===== src/rtl/ysyx_23060240_csr_file_pkg.sv =====
// Shared constants for the machine-mode CSR file: addresses, op encoding,
// trap cause codes and mstatus/mie bit positions.
package ysyx_23060240_csr_pkg;

    typedef enum logic [1:0] {
        OP_NONE = 2'b00,
        OP_RW   = 2'b01,
        OP_RS   = 2'b10,
        OP_RC   = 2'b11
    } csr_op_e;

    // Winning event of a cycle; EV_NONE leaves the CSR instruction in charge.
    typedef enum logic [2:0] {
        EV_NONE,
        EV_IRQ_EXT,
        EV_IRQ_TMR,
        EV_ECALL,
        EV_EBREAK,
        EV_MRET
    } csr_ev_e;

    localparam logic [11:0] ADDR_MSTATUS   = 12'h300;
    localparam logic [11:0] ADDR_MISA      = 12'h301;
    localparam logic [11:0] ADDR_MIE       = 12'h304;
    localparam logic [11:0] ADDR_MTVEC     = 12'h305;
    localparam logic [11:0] ADDR_MSCRATCH  = 12'h340;
    localparam logic [11:0] ADDR_MEPC      = 12'h341;
    localparam logic [11:0] ADDR_MCAUSE    = 12'h342;
    localparam logic [11:0] ADDR_MIP       = 12'h344;
    localparam logic [11:0] ADDR_MHARTID   = 12'hF14;
    localparam logic [11:0] ADDR_MCYCLE    = 12'hB00;
    localparam logic [11:0] ADDR_MINSTRET  = 12'hB02;
    localparam logic [11:0] ADDR_MCYCLEH   = 12'hB80;
    localparam logic [11:0] ADDR_MINSTRETH = 12'hB82;

    localparam logic [3:0] CAUSE_ECALL   = 4'd11;
    localparam logic [3:0] CAUSE_EBREAK  = 4'd3;
    localparam logic [3:0] CAUSE_IRQ_EXT = 4'd11;
    localparam logic [3:0] CAUSE_IRQ_TMR = 4'd7;

    localparam int MSTATUS_MIE    = 3;
    localparam int MSTATUS_MPIE   = 7;
    localparam int MSTATUS_MPP_LO = 11;
    localparam int MSTATUS_MPP_HI = 12;

    localparam int MIE_MTIE = 7;
    localparam int MIE_MEIE = 11;

    localparam logic [1:0] MTVEC_DIRECT   = 2'b00;
    localparam logic [1:0] MTVEC_VECTORED = 2'b01;

    // Reserved mtvec modes collapse to direct.
    function automatic logic [1:0] mtvec_mode_warl(input logic [1:0] mode);
        return (mode == MTVEC_VECTORED) ? MTVEC_VECTORED : MTVEC_DIRECT;
    endfunction

endpackage


===== src/rtl/ysyx_23060240_csr_file_if.sv =====
// CSR access bus between the execute stage (master) and the CSR file (slave).
interface ysyx_23060240_csr_file_if #(
    parameter int XLEN = 32
);
    logic            csr_en;
    logic [1:0]      csr_op;
    logic [11:0]     csr_addr;
    logic [XLEN-1:0] csr_wdata;
    logic [XLEN-1:0] csr_rdata;
    logic            csr_illegal;

    modport master (
        output csr_en, csr_op, csr_addr, csr_wdata,
        input  csr_rdata, csr_illegal
    );

    modport slave (
        input  csr_en, csr_op, csr_addr, csr_wdata,
        output csr_rdata, csr_illegal
    );
endinterface


===== src/rtl/ysyx_23060240_csr_cnt64.sv =====
// 64-bit free-running counter with independently writable 32-bit halves.
// A write to one half replaces that half's increment; the other half keeps
// its value and receives no carry from the written half.
module ysyx_23060240_csr_cnt64 (
    input  logic        clk,
    input  logic        rst,
    input  logic        inc_en,
    input  logic        wr_lo,
    input  logic        wr_hi,
    input  logic [63:0] wdata,
    output logic [63:0] cnt
);
    logic [63:0] cnt_q;
    logic [63:0] cnt_inc;

    assign cnt_inc = cnt_q + 64'(inc_en);
    assign cnt     = cnt_q;

    // Count, or take the written half(s) in place of the increment.
    always_ff @(posedge clk or posedge rst) begin
        if (rst) begin
            cnt_q <= '0;
        end else begin
            cnt_q[31:0]  <= wr_lo ? wdata[31:0] : cnt_inc[31:0];
            cnt_q[63:32] <= wr_hi ? wdata[63:32] :
                            (wr_lo ? cnt_q[63:32] : cnt_inc[63:32]);
        end
    end
endmodule


===== src/rtl/ysyx_23060240_csr_file.sv =====
// Machine-mode CSR file: CSR read/modify/write, trap entry, mret and the
// cycle/instret counters. Traps and mret redirect fetch in the same cycle.
module ysyx_23060240_csr_file
    import ysyx_23060240_csr_pkg::*;
#(
    parameter int              XLEN      = 32,
    parameter logic [XLEN-1:0] MTVEC_RST = '0,
    parameter int              HAS_CNT   = 1
) (
    input  logic                    clk,
    input  logic                    rst,
    input  logic [XLEN-1:0]         pc,
    ysyx_23060240_csr_file_if.slave csr_bus,
    input  logic                    ecall,
    input  logic                    ebreak,
    input  logic                    mret,
    input  logic                    retire,
    input  logic                    irq_tmr,
    input  logic                    irq_ext,
    output logic                    redirect,
    output logic [XLEN-1:0]         redirect_pc
);
    logic            mst_mie, mst_mpie;
    logic [XLEN-1:0] mie_q, mtvec_q, mscratch_q, mepc_q, mcause_q;
    logic [63:0]     mcycle, minstret;

    logic [XLEN-1:0] misa_val, old_val, new_val, cause_val, trap_base;
    logic            known, read_only, do_write, illegal, csr_wr;
    logic            irq_ext_take, irq_tmr_take, trap, is_irq;
    logic [3:0]      cause_code;
    csr_ev_e         ev;
    csr_op_e         op;
    logic [63:0]     nv64, cnt_wdata;
    logic            cyc_wr_lo, cyc_wr_hi, ins_wr_lo, ins_wr_hi;

    assign op = csr_op_e'(csr_bus.csr_op);

    // Constant misa: MXL for the configured width plus the I extension.
    always_comb begin
        misa_val = '0;
        misa_val[XLEN-1:XLEN-2] = (XLEN == 64) ? 2'b10 : 2'b01;
        misa_val[8] = 1'b1;
    end

    // Address decode: current value, existence and read-only attribute.
    always_comb begin
        known     = 1'b1;
        read_only = 1'b0;
        old_val   = '0;
        case (csr_bus.csr_addr)
            ADDR_MSTATUS: begin
                old_val[MSTATUS_MPP_HI:MSTATUS_MPP_LO] = 2'b11;
                old_val[MSTATUS_MPIE] = mst_mpie;
                old_val[MSTATUS_MIE]  = mst_mie;
            end
            ADDR_MISA: begin
                old_val   = misa_val;
                read_only = 1'b1;
            end
            ADDR_MIE:      old_val = mie_q;
            ADDR_MTVEC:    old_val = mtvec_q;
            ADDR_MSCRATCH: old_val = mscratch_q;
            ADDR_MEPC:     old_val = mepc_q;
            ADDR_MCAUSE:   old_val = mcause_q;
            ADDR_MIP: begin
                old_val[MIE_MEIE] = irq_ext;
                old_val[MIE_MTIE] = irq_tmr;
                read_only = 1'b1;
            end
            ADDR_MHARTID:  read_only = 1'b1;
            ADDR_MCYCLE: begin
                known   = (HAS_CNT != 0);
                old_val = mcycle[XLEN-1:0];
            end
            ADDR_MINSTRET: begin
                known   = (HAS_CNT != 0);
                old_val = minstret[XLEN-1:0];
            end
            ADDR_MCYCLEH: begin
                known   = (HAS_CNT != 0) && (XLEN == 32);
                old_val = mcycle[63:64-XLEN];
            end
            ADDR_MINSTRETH: begin
                known   = (HAS_CNT != 0) && (XLEN == 32);
                old_val = minstret[63:64-XLEN];
            end
            default: known = 1'b0;
        endcase
    end

    // Set/clear with a zero mask is a pure read, so it never trips read-only.
    assign do_write = (op == OP_RW) || ((op != OP_NONE) && (csr_bus.csr_wdata != '0));
    assign illegal  = csr_bus.csr_en && (!known || (read_only && do_write));

    // Read-modify-write value.
    always_comb begin
        case (op)
            OP_RW:   new_val = csr_bus.csr_wdata;
            OP_RS:   new_val = old_val | csr_bus.csr_wdata;
            OP_RC:   new_val = old_val & ~csr_bus.csr_wdata;
            default: new_val = old_val;
        endcase
    end

    // Pick the single winning event; everything lower in priority is dropped.
    always_comb begin
        irq_ext_take = mst_mie & mie_q[MIE_MEIE] & irq_ext;
        irq_tmr_take = mst_mie & mie_q[MIE_MTIE] & irq_tmr;
        if (irq_ext_take)      ev = EV_IRQ_EXT;
        else if (irq_tmr_take) ev = EV_IRQ_TMR;
        else if (ecall)        ev = EV_ECALL;
        else if (ebreak)       ev = EV_EBREAK;
        else if (mret)         ev = EV_MRET;
        else                   ev = EV_NONE;
    end

    // Cause code and mcause image for the winning trap.
    always_comb begin
        is_irq     = 1'b0;
        cause_code = 4'd0;
        trap       = 1'b1;
        case (ev)
            EV_IRQ_EXT: begin is_irq = 1'b1; cause_code = CAUSE_IRQ_EXT; end
            EV_IRQ_TMR: begin is_irq = 1'b1; cause_code = CAUSE_IRQ_TMR; end
            EV_ECALL:   cause_code = CAUSE_ECALL;
            EV_EBREAK:  cause_code = CAUSE_EBREAK;
            default:    trap = 1'b0;
        endcase
        cause_val = '0;
        cause_val[XLEN-1] = is_irq;
        cause_val[3:0]    = cause_code;
    end

    assign trap_base = {mtvec_q[XLEN-1:2], 2'b00};

    // Fetch redirect; silent while in reset.
    always_comb begin
        redirect    = 1'b0;
        redirect_pc = '0;
        if (!rst) begin
            if (trap) begin
                redirect    = 1'b1;
                redirect_pc = trap_base;
                if (is_irq && (mtvec_q[1:0] == MTVEC_VECTORED))
                    redirect_pc = trap_base + XLEN'({cause_code, 2'b00});
            end else if (ev == EV_MRET) begin
                redirect    = 1'b1;
                redirect_pc = mepc_q;
            end
        end
    end

    assign csr_wr = csr_bus.csr_en && do_write && !illegal && (ev == EV_NONE);

    assign csr_bus.csr_rdata   = (!rst && csr_bus.csr_en && !illegal) ? old_val : '0;
    assign csr_bus.csr_illegal = !rst && illegal;

    // Counter half-writes; on XLEN=64 the low address covers the whole counter.
    always_comb begin
        nv64      = 64'(new_val);
        cnt_wdata = {(XLEN == 64) ? nv64[63:32] : nv64[31:0], nv64[31:0]};
        cyc_wr_lo = csr_wr && (csr_bus.csr_addr == ADDR_MCYCLE);
        cyc_wr_hi = csr_wr && (((csr_bus.csr_addr == ADDR_MCYCLE) && (XLEN == 64)) ||
                               (csr_bus.csr_addr == ADDR_MCYCLEH));
        ins_wr_lo = csr_wr && (csr_bus.csr_addr == ADDR_MINSTRET);
        ins_wr_hi = csr_wr && (((csr_bus.csr_addr == ADDR_MINSTRET) && (XLEN == 64)) ||
                               (csr_bus.csr_addr == ADDR_MINSTRETH));
    end

    ysyx_23060240_csr_cnt64 u_mcycle (
        .clk    (clk),
        .rst    (rst),
        .inc_en (1'b1),
        .wr_lo  (cyc_wr_lo),
        .wr_hi  (cyc_wr_hi),
        .wdata  (cnt_wdata),
        .cnt    (mcycle)
    );

    ysyx_23060240_csr_cnt64 u_minstret (
        .clk    (clk),
        .rst    (rst),
        .inc_en (retire && !trap),
        .wr_lo  (ins_wr_lo),
        .wr_hi  (ins_wr_hi),
        .wdata  (cnt_wdata),
        .cnt    (minstret)
    );

    // Architectural state update: trap entry, mret, else the CSR write.
    always_ff @(posedge clk or posedge rst) begin
        if (rst) begin
            mst_mie    <= 1'b0;
            mst_mpie   <= 1'b0;
            mie_q      <= '0;
            mtvec_q    <= MTVEC_RST;
            mscratch_q <= '0;
            mepc_q     <= '0;
            mcause_q   <= '0;
        end else if (trap) begin
            mepc_q   <= pc & ~XLEN'(3);
            mcause_q <= cause_val;
            mst_mpie <= mst_mie;
            mst_mie  <= 1'b0;
        end else if (ev == EV_MRET) begin
            mst_mie  <= mst_mpie;
            mst_mpie <= 1'b1;
        end else if (csr_wr) begin
            case (csr_bus.csr_addr)
                ADDR_MSTATUS: begin
                    mst_mie  <= new_val[MSTATUS_MIE];
                    mst_mpie <= new_val[MSTATUS_MPIE];
                end
                ADDR_MIE:      mie_q      <= new_val;
                ADDR_MTVEC:    mtvec_q    <= {new_val[XLEN-1:2], mtvec_mode_warl(new_val[1:0])};
                ADDR_MSCRATCH: mscratch_q <= new_val;
                ADDR_MEPC:     mepc_q     <= new_val & ~XLEN'(3);
                ADDR_MCAUSE:   mcause_q   <= new_val;
                default: ;
            endcase
        end
    end
endmodule


===== src/flat_wrapper.sv =====
// flat-port wrapper written by rule: the top's interface ports become plain ports
module ysyx_23060240_csr_file_flat import ysyx_23060240_csr_pkg::*;
#(
    parameter int              XLEN      = 32,
    parameter logic [XLEN-1:0] MTVEC_RST = '0,
    parameter int              HAS_CNT   = 1
)
  (clk, rst, pc, ecall, ebreak, mret, retire, irq_tmr, irq_ext, redirect, redirect_pc, csr_bus_csr_en, csr_bus_csr_op, csr_bus_csr_addr, csr_bus_csr_wdata, csr_bus_csr_rdata, csr_bus_csr_illegal);
  ysyx_23060240_csr_file_if #(.XLEN(XLEN)) csr_bus_i ();
  input  logic clk;
  input  logic rst;
  input  logic [XLEN-1:0] pc;
  input  logic ecall;
  input  logic ebreak;
  input  logic mret;
  input  logic retire;
  input  logic irq_tmr;
  input  logic irq_ext;
  output logic redirect;
  output logic [XLEN-1:0] redirect_pc;
  input wire logic [$bits(csr_bus_i.csr_en)-1:0] csr_bus_csr_en;
  input wire logic [$bits(csr_bus_i.csr_op)-1:0] csr_bus_csr_op;
  input wire logic [$bits(csr_bus_i.csr_addr)-1:0] csr_bus_csr_addr;
  input wire logic [$bits(csr_bus_i.csr_wdata)-1:0] csr_bus_csr_wdata;
  output wire logic [$bits(csr_bus_i.csr_rdata)-1:0] csr_bus_csr_rdata;
  output wire logic [$bits(csr_bus_i.csr_illegal)-1:0] csr_bus_csr_illegal;
  assign csr_bus_i.csr_en = csr_bus_csr_en;
  assign csr_bus_i.csr_op = csr_bus_csr_op;
  assign csr_bus_i.csr_addr = csr_bus_csr_addr;
  assign csr_bus_i.csr_wdata = csr_bus_csr_wdata;
  assign csr_bus_csr_rdata = csr_bus_i.csr_rdata;
  assign csr_bus_csr_illegal = csr_bus_i.csr_illegal;
  ysyx_23060240_csr_file #(.XLEN(XLEN), .MTVEC_RST(MTVEC_RST), .HAS_CNT(HAS_CNT)) u_core (.clk(clk), .rst(rst), .pc(pc), .csr_bus(csr_bus_i), .ecall(ecall), .ebreak(ebreak), .mret(mret), .retire(retire), .irq_tmr(irq_tmr), .irq_ext(irq_ext), .redirect(redirect), .redirect_pc(redirect_pc));
endmodule

===== config.mk =====
export PLATFORM = sky130hd
export DESIGN_NAME = ysyx_23060240_csr_file_flat
export DESIGN_NICKNAME = d
export VERILOG_FILES = /design/src/rtl/ysyx_23060240_csr_file_pkg.sv /design/src/rtl/ysyx_23060240_csr_file_if.sv /design/src/rtl/ysyx_23060240_csr_cnt64.sv /design/src/rtl/ysyx_23060240_csr_file.sv /design/src/flat_wrapper.sv
export SDC_FILE = /design/constraint.sdc
export NUM_CORES = 1
export LEC_CHECK = 0
export ABC_AREA = 0
export ABC_CLOCK_PERIOD_IN_PS = 18900
export CAP_MARGIN = 20
export CORE_MARGIN = 4
export CORE_UTILIZATION = 34
export CTS_CLUSTER_SIZE = 10
export DETAILED_ROUTE_END_ITERATION = 7
export DONT_BUFFER_PORTS = 1
export PLACE_DENSITY = 0.44
export SLEW_MARGIN = 20
export SYNTH_ARGS = -nofsm -noshare
export SYNTH_HDL_FRONTEND = slang
export SYNTH_SLANG_ARGS = --single-unit
export TNS_END_PERCENT = 1

===== constraint.sdc =====
create_clock -name clk -period 18.9 [get_ports clk]
set_input_delay 4.725 -clock clk [delete_from_list [all_inputs] [get_ports clk]]
set_output_delay 4.725 -clock clk [all_outputs]
set_load 0.05 [all_outputs]

Figure 1. Routed clock nets over the placement (run 1).
Bar = 50 um.
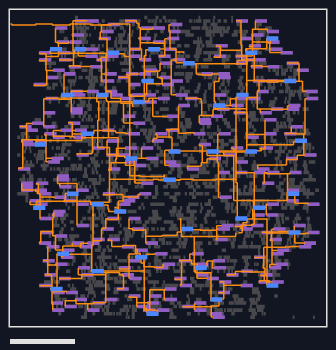
[clock wires] orange | length: 5280 um
[flip-flops] purple | count: 287
[clock-net drivers] blue | count: 39
routed clock nets	40
flops lie	spread over the die
clock share of power: 49.1%
Post-Route Skew: 0.0260 ns
clk ins delay skew pair: 0.58 ns
clk pwr: 0.763 mW

Figure 2. Cell outlines without signal wires (run 1).
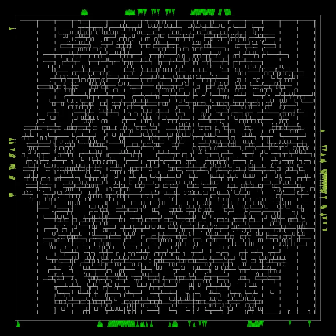
final sequential cell count: 287
fill count: 5719
core area: 55100 um2
Util after Layout: 38.5%

Figure 3. Cell classes on the final placement (run 1).
Bar = 50 um.
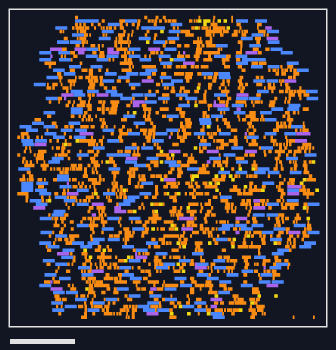
class	color	cells
clock drivers and dummy loads	purple	66
sequential cells	blue	287
remaining logic cells	orange	1817
remaining buffers and delay cells	yellow	80
flop share of the area: 33.9%
# rows: 86
post-route cell area: 21200 um2

==> run_results.csv, run 1 <==
group,metric,value,unit
detailed_routing,via_count,19800,
detailed_routing,top_layer,"met4",
clocking,h-tree-depth,2,
grt,first_global_vias,18300,
grt,grt_busiest_layer,"met2",
clocking,hold_buffers,0,
timing,slew_viol_final,0,
floorplan,io_pins,153,
detailed_routing,wl_per_cell,32.1,um
power_and_ir_drop,p_per_area,73.2,nW/um2
placed_design,globalplace.congestion,0.942,
detailed_routing,viasPerCell,6.59,
timing,finalSetupTns,0,ns
worst_setup_path,worstPathBufferInverterCount,3,
timing,hold_ws,0.480,ns
timing,fmax,70.6,MHz
worst_setup_path,reg2reg_slack,14.02,ns
final_layout,syn2layout_area_growth,12.2,%
final_layout,fin_cells,2998,
grt,global_route.usage.met1,44.6,%
synthesis,yosys.area_share.aoi,25.8,%
floorplan,fp_util,34.3,%
floorplan,dieHeight,244,um
clocking,post_cts_buffers,0,
synthesis,netlist_instances,2281,
timing,min_period,14.17,ns
grt,gr-total-overflow,0,
synthesis,yosys_area,18900,um2
timing,fin_ws,4.73,ns
timing,final_hold_viol_count,0,
synthesis,yosys_most_used_dff,"dfrtp_1",
synthesis,edf_count,0,
synthesis,ys_async_sr_fraction,100,%
worst_setup_path,cp.required,14.18,ns
detailed_routing,wl_met3,9850,um
worst_setup_path,reg2reg_from,"u_core.mie_q[7]",
worst_setup_path,critical-path-max-stage-delay,0.77,ns
worst_setup_path,critPathArrivalTime,9.45,ns
grt,met3_usage,6.92,%
floorplan,die_width,244,um
worst_setup_path,cp.depth,15,
floorplan,die_area,59400,um2
worst_setup_path,crit_end,"redirect_pc[26]",
worst_setup_path,crit_start,"irq_ext",
synthesis,synthAdderAreaFrac,0.569,%
synthesis,ys_seq_share,38.0,%
synthesis,ys_sh_xor,4.08,%
synthesis,avgSynthCellArea,8.28,um2
min_path,worstHoldStart,"u_core.mie_q[23]",
detailed_routing,firstDrtPassIters,6,
detailed_routing,wl,96200,um
timing,relSlewSlack,20.7,%
worst_setup_path,reg2reg_depth,13,
grt,antenna_found_initial,0,
clocking,clk_pin_slew,0.06,ns
timing,tightest_slew,1.19,ns
placed_design,dp_hpwl,69500,um
detailed_routing,met1_length,41400,um
power_and_ir_drop,power.switching,0.436,mW
min_path,hold-path-cell-count,2,
detailed_routing,ant_nets,0,
power_and_ir_drop,intPower,1.12,mW
power_and_ir_drop,p_leak,8.14,nW
synthesis,yosys_cells,2281,
detailed_routing,drc_errors,0,
grt,grt_pass1_wl,136000,um
placed_design,port_buffers,0,
timing,fin_crit_sh,75.0,%
synthesis,synth_warnings,0,
job,drv_cap,0,
power_and_ir_drop,p_comb_share,8.7,%
min_path,holdPathEnd,"u_core.mie_q[23]",
clocking,cts_tree,"built",
worst_setup_path,critPathKind,"input pin to primary output",
synthesis,synth-seq-cells,287,
worst_setup_path,start_kind,"input pin",
placed_design,placed_area,19900,um2
run_status,status,"complete, no violations",
worst_setup_path,critPathSlowestCell,"nor2_4",
final_layout,drive_above_1_share,10.2,%
placed_design,placed_cells,2929,
final_layout,mi_logic_area,11100,um2
placed_design,post-place-ws,4.77,ns
clocking,clock_sinks,287,
final_layout,layout_top_cell,"dfrtp_1",
final_layout,final_cell_mix,"287 x dfrtp_1, 248 x nor2_1, 209 x nand2_1",
worst_setup_path,worstReg2RegEnd,"u_core.u_minstret.cnt[56]",
final_layout,antennaDiodeCount,0,
clocking,cts_buffers,39,
power_and_ir_drop,p_total,1.55,mW
clocking,cts_root_buffer,"clkbuf_16",
power_and_ir_drop,ir_drop,57.6,uV
grt,grt_use_total,31.2,%
grt,grt_max_degree,70,
synthesis,netlist_area,18900,um2
timing,setup_viol,0,
final_layout,regArea,7180,um2
clocking,cts_max_path_buffers,3,
detailed_routing,wl_met2,41600,um
worst_setup_path,path_delay_family,"simple AND/OR/NAND/NOR gates",
worst_setup_path,cp_max_fo,56,
job,warning_count,28,
final_layout,finalNetCount,2320,
synthesis,top_logic_kind,"AND-OR/OR-AND gates",
grt,grtUsageMet2,47.1,%
power_and_ir_drop,power_frac_seq,42.2,%
power_and_ir_drop,switching_share,28.1,%
worst_setup_path,crit_chain,"a22o_1 -> and2_0 -> nor2_4 -> inv_2 -> buf_4 -> ha_1 -> fa_1 -> a21o_1 -> a21oi_1 -> nor4_1 -> buf_4 -> and3_1 -> and3_1 -> xnor2_1 -> o21ai_1",
detailed_routing,drt_iter0_markers,2426,
synthesis,simple_gate_share,24.9,%
min_path,hold_path.class,"flop to flop",
worst_setup_path,cp-end-kind,"primary output",
timing,rsz0062_at_grt,"no",
run 1: sequential cells by signal, summed over array words and instances (netlist names):
register,count
u_core.mscratch_q,32
u_core.mcause_q,32
u_core.mepc_q,30
u_core.mie_q,32
u_core.mst_mie,1
u_core.u_mcycle.cnt,64
u_core.u_minstret.cnt,64
u_core.mst_mpie,1
u_core.mtvec_q,31
run 1: area by class of cell:
type | instances | area share, %
multi-input cells | 1789 | 52.4
flip-flops and latches | 287 | 33.9
clock buffers | 55 | 5.26
well taps | 748 | 4.41
repair buffers | 80 | 2.82
clock inverters | 11 | 0.678
inverters | 28 | 0.531
run 1: cells in the mapped netlist (all sizes together), types with 7 or more instances:
library cell,number,area [um2]
a22o,24,210
a31oi,69,432
nand2b,7,43.8
a211oi,40,355
or4,12,93.8
clkbuf,107,402
o221ai,20,175
o31a,19,166
a222oi,23,230
and2,43,269
xor2,29,254
ha,7,87.6
inv,28,105
buf,71,357
and3,37,231
nor2,253,950
mux2i,35,350
a41oi,7,61.3
o211ai,14,110
or2,8,50.1
nor4,52,368
and4,29,254
a2111oi,8,90.1
a31o,13,114
nand4,82,528
nand3,77,390
o311ai,8,70.1
o21ai,185,926
a21o,10,75.1
a221o,9,90.1
a21oi,194,971
or3,18,113
dfrtp,287,7180
o21a,8,60.1
nand2,209,785
xnor2,59,517
nor3,50,282
nor4b,8,82.6
o22ai,7,43.8
a22oi,28,210
run 1: tightest hold or removal path, stage by stage (launching register included):
cell	delay, ns
dfrtp_1	0.34
nand2_1	0.04
o21ai_0	0.06
run 1: power groups by stage:
stage	clock network, mW	logic (mW)	registers, mW
global route	0.797	0.145	0.655
detailed placement	0	0.133	0.664
floorplan	0	0.0873	0.653
global placement	0	0.132	0.664
CTS	0.773	0.134	0.653
finish	0.763	0.136	0.655
Figure 4. Signal wires on met2 (run 1).
Cells faint in the background.
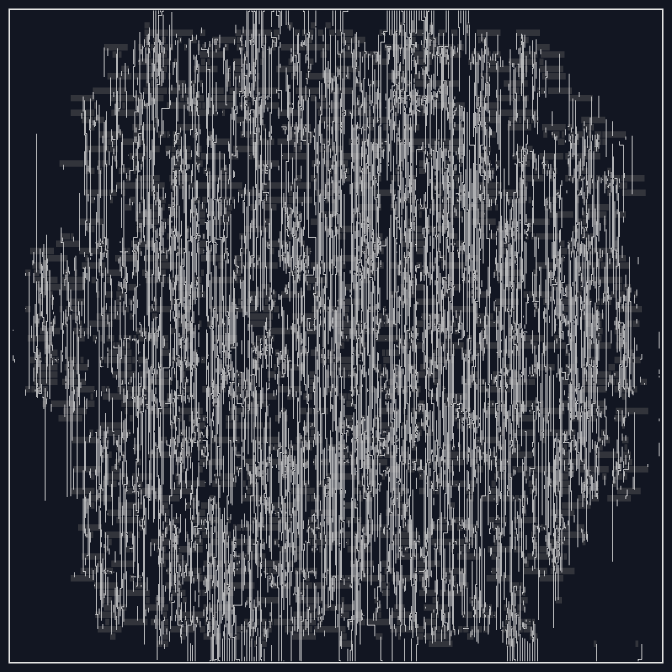

==> inputs of run 2 (changes only) <==
- ABC_CLOCK_PERIOD_IN_PS: 18900 -> 11600
- PLACE_DENSITY: 0.44 -> 0.46
- clock period: 18.9 -> 11.6 ns (I/O delays scaled with it)
Figure 5. Signal wires on met2 (run 2).
Cells faint in the background.
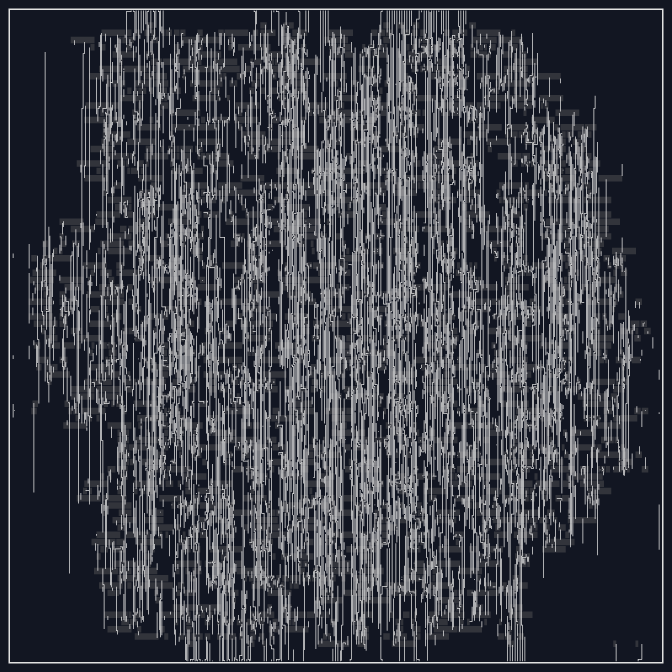
longest straight run	92.0 um
main direction	vertical
wire length on this layer	41.0 mm
share of all routed wire	43%
nets with wire on the layer	1883
via count: 19900
GR Util met2: 46.4%

==> run 2 against run 1 <==
Effect of this change:
- final area is 1.6% higher
- non-clock buffer count is 27 higher
- power is 61% higher
- hold slack better by 0.00058 ns
- die size stayed put
- sequential cell count stayed put
- synthesized area stayed put
- worst setup slack worse by 3.0 ns
- final cell count is 0.97% higher
- sequential share of layout area is 0.54 points lower
- first-iteration DRC count is 8.2% higher
- wire length is 1.1% lower
==> run_results.csv, run 2 <==
group,metric,value,unit
detailed_routing,ant_nets,0,
timing,min_period,9.83,ns
synthesis,ys_async_sr_fraction,100,%
run_status,status,"complete, no violations",
placed_design,port_buffers,0,
detailed_routing,firstDrtPassIters,6,
job,drv_cap,0,
floorplan,io_pins,153,
placed_design,dp_hpwl,68400,um
synthesis,top_area_cell,"dfrtp_1",
power_and_ir_drop,powerSeq,1.07,mW
synthesis,synth-seq-cells,287,
grt,first_global_vias,18500,
detailed_routing,wl_met2,41000,um
floorplan,die_area,59400,um2
placed_design,globalplace.congestion,0.976,
power_and_ir_drop,p_leak,8.32,nW
final_layout,drive_above_1_share,12.1,%
synthesis,yosys_most_used_dff,"dfrtp_1",
clocking,cts_root_buffer,"clkbuf_16",
min_path,hold_path.class,"flop to flop",
timing,fin_ws,1.77,ns
power_and_ir_drop,power_frac_clock,48.6,%
worst_setup_path,critPathSlowestCell,"nor4_1",
floorplan,fp_util,34.3,%
job,warning_count,35,
worst_setup_path,cp.required,8.70,ns
clocking,h-tree-depth,2,
detailed_routing,drt_iter0_markers,2626,
grt,grt_use_total,30.9,%
timing,slew_viol_final,0,
power_and_ir_drop,ir_drop,94.8,uV
grt,grt_max_degree,149,
timing,rsz0062_at_grt,"no",
grt,global_route.usage.met1,43.6,%
final_layout,final_cell_mix,"287 x dfrtp_1, 249 x nor2_1, 199 x nand2_1",
synthesis,synthTopCellsByCount,"287 x dfrtp_1, 253 x nor2_1, 209 x nand2_1",
power_and_ir_drop,p_comb,0.222,mW
worst_setup_path,critical-path-max-stage-delay,0.88,ns
clocking,cts_tree,"built",
timing,fin_crit_sh,84.8,%
timing,final_hold_viol_count,0,
synthesis,netlist_area,18900,um2
synthesis,yosys_area,18900,um2
worst_setup_path,start_kind,"input pin",
final_layout,layout_top_cell,"dfrtp_1",
floorplan,die_width,244,um
clocking,clk_pin_slew,0.06,ns
clocking,hold_buffers,0,
timing,relSlewSlack,17.2,%
placed_design,placed_cells,2959,
synthesis,area_leaders,"dfrtp_1 38%, a21oi_1 5.1%, nor2_1 5.0%",
grt,grt_pass1_wl,136000,um
power_and_ir_drop,p_per_area,116,nW/um2
power_and_ir_drop,intPower,1.79,mW
floorplan,core_area,55100,um2
power_and_ir_drop,maxPowerGroup,"the clock network",
synthesis,ys_seq_share,38.0,%
worst_setup_path,critPathKind,"input pin to primary output",
power_and_ir_drop,switching_share,28.5,%
clocking,cts_buffers,39,
floorplan,dieHeight,244,um
power_and_ir_drop,pg_clk,1.22,mW
detailed_routing,wl_per_cell,31.4,um
worst_setup_path,critPathArrivalTime,6.93,ns
grt,met3_usage,7.52,%
detailed_routing,viasPerCell,6.57,
worst_setup_path,cp_max_fo,32,
worst_setup_path,crit_chain,"nor4_1 -> nand4_1 -> nor3_1 -> buf_4 -> nor2_1 -> o21ai_0 -> nand3_2 -> a21oi_1 -> buf_4",
synthesis,yosysMostFrequentCell,"dfrtp_1",
clocking,clock_sinks,287,
final_layout,finalNetCount,2347,
grt,gr-total-overflow,0,
synthesis,synth.top_cell.area_share,38.0,%
clocking,insertion_delay,0.60,ns
grt,antenna_found_initial,0,
detailed_routing,drc_errors,0,
power_and_ir_drop,p_comb_share,8.9,%
timing,setup_viol,0,
detailed_routing,wl,95100,um
detailed_routing,met1_length,40300,um
detailed_routing,wl_met3,10100,um
power_and_ir_drop,power.switching,0.714,mW
clocking,cts_max_path_buffers,3,
placed_design,post-place-ws,1.93,ns
grt,grt_busiest_layer,"met2",
timing,fmax,102,MHz
detailed_routing,top_layer,"met4",
timing,hold_ws,0.481,ns
[run 2: worst min-delay path, delay by kind of cell, from the launching register on]
family	cells	cell delay [ns]
simple gates	1	0.05
flops	1	0.34
compound gates	1	0.06
[run 2: cell type report]
cell class / instances / area [um2]
timing repair buffer: 107 / 832
sequential: 287 / 7180
multi-input combinational: 1789 / 11200
inverter: 28 / 109
clock inverter: 12 / 150
fill: 5735 / 33500
antenna: 1 / 2.50
clock buffer: 55 / 1100
tap: 748 / 936
[run 2: kinds of logic after synthesis]
| group | share of synthesized area, % |
|---|---|
| other | 0.0198 |
| buffers and inverters | 4.57 |
| AND-OR/OR-AND | 25.8 |
| AND/OR/NAND/NOR | 24.9 |
| flip-flops | 38.0 |
| XOR/XNOR | 4.08 |
| adder cells (fa/ha/maj) | 0.569 |
| multiplexers | 2.03 |
[run 2: per-stage QoR]
| step | power (mW) | util, % | cell area, um2 | setup TNS, ns |
|---|---|---|---|---|
| after floorplan | 1.21 | - | 19100 | -0.811 |
| after global placement | 1.30 | 36.8 | 20200 | 0 |
| after detailed placement | 1.30 | 36.8 | 20300 | 0 |
| after CTS | 2.52 | 39.1 | 21500 | 0 |
| after global routing | 2.58 | 39.1 | 21500 | 0 |
| final | 2.51 | 39.1 | 21500 | 0 |
[run 2: final timing paths]
check                                       from                         to  slack (ns)  cells past startpoint
setup / recovery           csr_bus_csr_wdata[27]      csr_bus_csr_rdata[11]        1.77                      9
hold / removal                  u_core.mie_q[10]           u_core.mie_q[10]        0.48                      2
setup reg to reg                u_core.mie_q[11]  u_core.u_minstret.cnt[61]        6.36                     15
hold reg to reg                 u_core.mie_q[10]           u_core.mie_q[10]        0.48                      2
max in group asynchronous                    rst  u_core.u_minstret.cnt[28]        7.75                      3
min in group asynchronous                    rst           u_core.mie_q[10]        2.51                      2
Power and IR drop assume default switching activity.
